File: src/rtl/mult_arbiter.sv
// Round-robin arbiter sharing one serial multiplier among N_REQ requesters,
// with a watchdog that aborts a stalled multiply and reports an error response.
module mult_arbiter #(
    parameter int NB_DATA     = 4,
    parameter int N_REQ       = 4,
    parameter int TIMEOUT_CYC = 16
) (
    input  logic                       i_clk,
    input  logic                       i_rst,
    input  logic [N_REQ-1:0]           i_req_valid,
    input  logic [N_REQ*NB_DATA-1:0]   i_req_a,
    input  logic [N_REQ*NB_DATA-1:0]   i_req_b,
    output logic [N_REQ-1:0]           o_req_ready,
    output logic [N_REQ-1:0]           o_rsp_valid,
    output logic [NB_DATA-1:0]         o_rsp_data,
    output logic                       o_rsp_err,
    output logic                       o_mul_start,
    output logic [NB_DATA-1:0]         o_mul_a,
    output logic [NB_DATA-1:0]         o_mul_b,
    input  logic                       i_mul_done,
    input  logic [NB_DATA-1:0]         i_mul_result,
    output logic                       o_busy
);
    localparam int GW = (N_REQ > 1) ? $clog2(N_REQ) : 1;
    localparam int CW = $clog2(TIMEOUT_CYC + 1);

    typedef enum logic [1:0] {IDLE, START, WAIT, RESP} state_t;

    typedef struct packed {
        logic [GW-1:0]      idx;
        logic [NB_DATA-1:0] a;
        logic [NB_DATA-1:0] b;
    } txn_t;

    state_t                          state;
    txn_t                            txn;
    logic [GW-1:0]                   last_grant;
    logic [CW-1:0]                   wd_cnt;
    logic [N_REQ-1:0][NB_DATA-1:0]   req_a;
    logic [N_REQ-1:0][NB_DATA-1:0]   req_b;
    logic [GW-1:0]                   grant;
    logic                            grant_vld;

    for (genvar k = 0; k < N_REQ; k++) begin : g_unpack
        assign req_a[k] = i_req_a[k*NB_DATA +: NB_DATA];
        assign req_b[k] = i_req_b[k*NB_DATA +: NB_DATA];
    end

    // Scan from the farthest candidate to the nearest so the nearest valid
    // index after last_grant is the one left standing.
    always_comb begin
        int cand;
        cand      = 0;
        grant     = '0;
        grant_vld = 1'b0;
        for (int i = N_REQ; i >= 1; i--) begin
            cand = int'(last_grant) + i;
            if (cand >= N_REQ) cand = cand - N_REQ;
            if (i_req_valid[cand]) begin
                grant     = GW'(cand);
                grant_vld = 1'b1;
            end
        end
    end

    assign o_req_ready = (state == IDLE && grant_vld) ? (N_REQ'(1) << grant) : '0;
    assign o_mul_a     = txn.a;
    assign o_mul_b     = txn.b;

    always_ff @(posedge i_clk or posedge i_rst) begin
        if (i_rst) begin
            state       <= IDLE;
            txn         <= '0;
            last_grant  <= GW'(N_REQ - 1);
            wd_cnt      <= '0;
            o_mul_start <= 1'b0;
            o_rsp_valid <= '0;
            o_rsp_data  <= '0;
            o_rsp_err   <= 1'b0;
            o_busy      <= 1'b0;
        end else begin
            o_mul_start <= 1'b0;
            o_rsp_valid <= '0;
            o_rsp_data  <= '0;
            o_rsp_err   <= 1'b0;
            case (state)
                IDLE: begin
                    if (grant_vld) begin
                        txn         <= '{idx: grant, a: req_a[grant], b: req_b[grant]};
                        o_mul_start <= 1'b1;
                        o_busy      <= 1'b1;
                        state       <= START;
                    end
                end
                START: begin
                    wd_cnt <= '0;
                    state  <= WAIT;
                end
                WAIT: begin
                    // wd_cnt holds the number of WAIT cycles already elapsed
                    if (i_mul_done) begin
                        o_rsp_valid <= N_REQ'(1) << txn.idx;
                        o_rsp_data  <= i_mul_result;
                        state       <= RESP;
                    end else if (wd_cnt == CW'(TIMEOUT_CYC - 1)) begin
                        o_rsp_valid <= N_REQ'(1) << txn.idx;
                        o_rsp_err   <= 1'b1;
                        state       <= RESP;
                    end else begin
                        wd_cnt <= wd_cnt + 1'b1;
                    end
                end
                RESP: begin
                    last_grant <= txn.idx;
                    o_busy     <= 1'b0;
                    state      <= IDLE;
                end
                default: state <= IDLE;
            endcase
        end
    end
endmodule
File: config.mk
export PLATFORM = sky130hd
export DESIGN_NAME = mult_arbiter
export DESIGN_NICKNAME = d
export VERILOG_FILES = /design/src/rtl/mult_arbiter.sv
export SDC_FILE = /design/constraint.sdc
export NUM_CORES = 1
export LEC_CHECK = 0
export ABC_AREA = 1
export CAP_MARGIN = 5
export CORE_ASPECT_RATIO = 1.25
export CORE_MARGIN = 3
export CORE_UTILIZATION = 46
export CTS_CLUSTER_DIAMETER = 100
export DETAILED_ROUTE_END_ITERATION = 6
export PLACE_DENSITY = 0.85
export SLEW_MARGIN = 20
export SYNTH_ARGS = -nofsm -noshare
export SYNTH_HDL_FRONTEND = slang
export SYNTH_SLANG_ARGS = --single-unit
File: constraint.sdc
create_clock -name i_clk -period 2.8 [get_ports i_clk]
set_clock_uncertainty 0.15 [all_clocks]
set_input_delay 0.28 -clock i_clk [delete_from_list [all_inputs] [get_ports i_clk]]
set_output_delay 0.28 -clock i_clk [all_outputs]
set_load 0.03 [all_outputs]
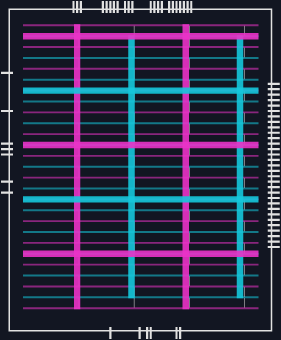
**Above:** floorplan with the power grid.
(4 px per um) Pins as bars on the die edge. Tap cells in gray.
| color | net |
|---|---|
| magenta | VSS |
| cyan | VDD |
rows: 26
met4 straps: 4
die outline width: 65.2 um
area of the core region: 4160 um^2
vertical extent of the die: 80.0 um
Peak supply drop: 0.000468 V

==> out/writeup.txt <==
The flow ran to the end, and the final reports show no timing, DRC or antenna violations. OpenROAD warning count: 30. The power per unit of standard cell area was 1150 nW/um^2; the iteration tally of the first detailed-router pass was 4. In the synthesized netlist the async set-or-reset flop fraction comes to 100%. In the post-route report, total wirelength is listed as 4820 um. The and-or/or-and share of the synthesized area is 4.72%, and the row count is 26. For the sum of net half-perimeters after detailed placement, the log shows 3680 um. The data required time reported for the critical path is 2.37 ns. Final number of max-transition violations: 0.

Clock latency on the worst-skew pair, taken at its later pin, is 0.28 ns. The yosys-reported design area after synthesis was 2010 um^2. The count of max-cap constraint violations was 0. STA classifies the critical path startpoint as a register.

The synthesis stat section lists a flop and latch total of 30. For the maximum number of pins on one net before global-route repair, the log shows 31. The run gives 0 for the number of antenna violations at the first check in global routing. For the residual overflow from global routing, the log shows 0. The mux cell area share after synthesis is 0%, and the reg-to-reg setup timing slack is 0.61 ns. Global routing consumed, over all layers together, 19.8% of the routing resources. Summing the areas of all and, or, nand and nor instances in the mapped netlist gives 38.4% of the synthesized area.

For this design the top-level I/O count stands at 66. Per the detail_route report, the via count comes to 1,847. The number of cells reported by Yosys stat comes to 272. Per the final layout report, the fraction of cells sized above drive strength 1 comes to 15.6%.

Routability-driven placement finished with a final weighted congestion of 0.824. The final setup TNS came out at 0 ns. The register clock-pin slew on the reported worst setup and hold paths is 0.06 ns, and the switching portion of total power is 51.3%. The cell with the most instances on the worst path was nand2_4. The category of the most critical setup path is reg -> out. TritonCTS built the clock tree. Yosys mapped the design onto 28 distinct sky130hd cell types. The overall die size recorded for this design is 5210 um^2. The run gives 0.188 ns for the worst setup slack after layout. Setup slack on the worst path after placement came out at 0.249 ns. Max fanout on the critical path was recorded as 20. For this design, the CTS-stage hold fixing added 0 buffers.

Of the synthesized area, sequential elements account for 37.4%. The tools report the critical path arrival as 2.18 ns. Across all checked pins, the minimum headroom to the slew limit is 75.5%.

The tools report the global-route wire length before repair as 8100 um. H-tree depth reported by CTS: 2. The via count of the first global-routing pass came out at 1,792. Per the placement log, port buffering inserted 65 buffers. The root buffer cell chosen for the clock tree is clkbuf_8. Final hold analysis gives a worst-case slack of 0.218 ns. The cell-mix breakdown from Yosys lists the adder-cell area share as 4.35%.

For the number of standard cells after synthesis, the log shows 272. With the slew at the pin with the worst max-slew slack at 0.367 ns, the final critical-path share of the clock period is 93.3%. The worst setup path is captured at a primary output.

The clock period could shrink to 2.61 ns. Among the non-sequential cells, simple AND/OR/NAND/NOR gates take the most area. Dividing the detail-routed via count by the number of cells gives 4.74. The final antenna diode tally reported by the flow is 0.

The destination of the worst register-to-register timing path was o_mul_a[3]. The flow reports that the clock network draws 10.7% of the design power. For the design internal power, the log shows 1.53 mW.

A synthesized cell averages 7.41 um^2. The combined area of all synthesized cells is 2010 um^2. The highest attainable clock frequency was 383 MHz; the number of remaining DRC errors was 0.

The origin of the critical flop-to-flop path is last_grant[0]. The run gives 30 for the total number of clock tree sinks. After filler insertion, the fill cell instance count of the layout stands at 377.

The timing report shows that the slowest cell on the worst path is dfstp_2. With the total instance count after detailed placement at 383, the initial detailed-routing violation count is 94. The yosys synthesis warning count was 0; the power share of the combinational group was 66.3%. The routed design shows a wire length per standard cell of 12.4 um.

Endpoints with negative setup slack in the final report add up to 0. Counting the buffers created by CTS gives 5. The cell sequence reported for the critical path is inv_6, nand2_2, nand3_2, nand2_1, inv_2, nand2_4, nand2_4, nand2_4, nand2_8, nor3_1, buf_4. The finished layout holds 390 standard cells, fillers aside. The fraction of synthesized cell area in xor and xnor cells is 0%, and the number of synthesized flops with an enable pin is 0.

In this run the worst hold path is classified as in -> async. Layout overhead on the synthesized area: 35.9%.
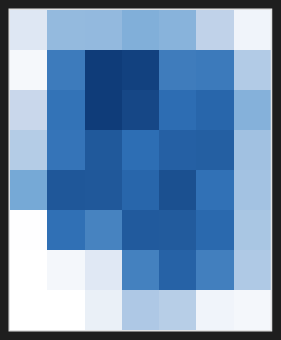
**Above:** cell density map.
(4 px per um) The die is cut into 7 by 8 equal tiles; white is low, dark blue is high, 0 to 100% covered.
mean over tiles: 51%
nearly empty tiles: 7.1%
densest ninth of the die: center
tiles over 75% full: 32%
emptiest ninth of the die: lower left
fullest tile: 95%
effective utilization at floorplan: 48.4%
final core occ: 65.7%

-- cell type report --
class	count	area, um^2	area share (%)
Inverter	45	176	6.44
Clock buffer	7	86.3	3.15
Tap cell	56	70.1	2.56
Sequential cell	30	753	27.5
Timing Repair Buffer	70	678	24.8
Multi-Input combinational cell	182	973	35.6
-- Yosys cell counts, types with 4 or more instances --
cell type	instances	share of area, %
o21ai_0	6	1.5
nor4_1	4	1.2
nand2_4	6	3.4
nand2_1	79	15
dfrtp_1	28	35
inv_1	39	7.3
a21oi_1	8	2.0
buf_4	11	4.1
nand3_1	28	7.0
nand4_1	4	1.2
nand2_2	18	5.6
ha_1	7	4.3
nor2_1	11	2.0
inv_2	5	0.93
-- worst max-delay path: cells and delay by family (launching register included) --
kind / cells / cell delay [ns]
buffers and inverters: 3 / 0.32
and+or+nand+nor: 8 / 0.91
DFF: 1 / 0.66
-- logic make-up after synthesis --
logic type      count (synthesis)
simple gates                  157
buf+inv                        60
flops                          30
compound gates                 18
fa+ha+maj                       7
-- placed cells by master, fill, tap and decap left out, types with 2 or more instances in the layout --
master           instances
nand2_1                 78
ha_1                     7
a21oi_1                  8
dfrtp_1                 28
nand3_1                 28
inv_1                   39
o21ai_0                  6
clkdlybuf4s50_1         61
nor2_1                  11
dfstp_2                  2
buf_4                    9
nand2_4                  6
nor4_1                   4
inv_2                    4
nand4_1                  4
nand2_2                 18
clkbuf_8                 6
o21ai_1                  2
nand3b_1                 2
-- power by group through the flow --
stage               Sequential [mW]  Combinational [mW]  Clock, mW
global route                  0.743                2.32      0.373
global placement              0.724                1.99          0
CTS                           0.723                2.05      0.349
floorplan                     0.739                1.66          0
finish                        0.723                2.08      0.338
detailed placement            0.729                2.03          0
-- registers in the layout (all words and copies together) (netlist names) --
name,flops
last_grant,2
o_busy,1
o_mul_a,4
o_mul_b,4
o_mul_start,1
o_rsp_data,4
o_rsp_err,1
o_rsp_valid,4
state,2
txn,2
wd_cnt,5
-- through the flow --
stage	power, mW	area (um^2)
final	3.14	2740
after global routing	3.44	2740
after CTS	3.12	2720
after detailed placement	2.76	2630
after global placement	2.71	2630
after floorplan	2.40	2010
-- per-layer routing --
layer | GRT usage (%) | vias to the layer above | share of wire, % | wire length, um
li1 | - | 960 | - | -
met1 | 23.6 | 818 | 44 | 2110
met2 | 33.0 | 61 | 48 | 2320
met3 | 5.35 | 8 | 5.7 | 275
met4 | 8.71 | 0 | 2.4 | 116
met5 | 0 | - | 0 | 0
-- worst max path at each step --
stage               slack (ns)  cells past startpoint      startpoint        endpoint
floorplan                 0.35                     10   last_grant[0]  o_req_ready[2]
global placement          0.33                     12  i_req_valid[3]  o_req_ready[3]
detailed placement        0.25                     12  i_req_valid[3]  o_req_ready[3]
global route             -0.01                     11   last_grant[0]  o_req_ready[1]
CTS                       0.02                     12   last_grant[0]  o_req_ready[3]
finish                    0.19                     11   last_grant[0]  o_req_ready[2]
No activity file was given, so power comes from the tool's default toggle rates.
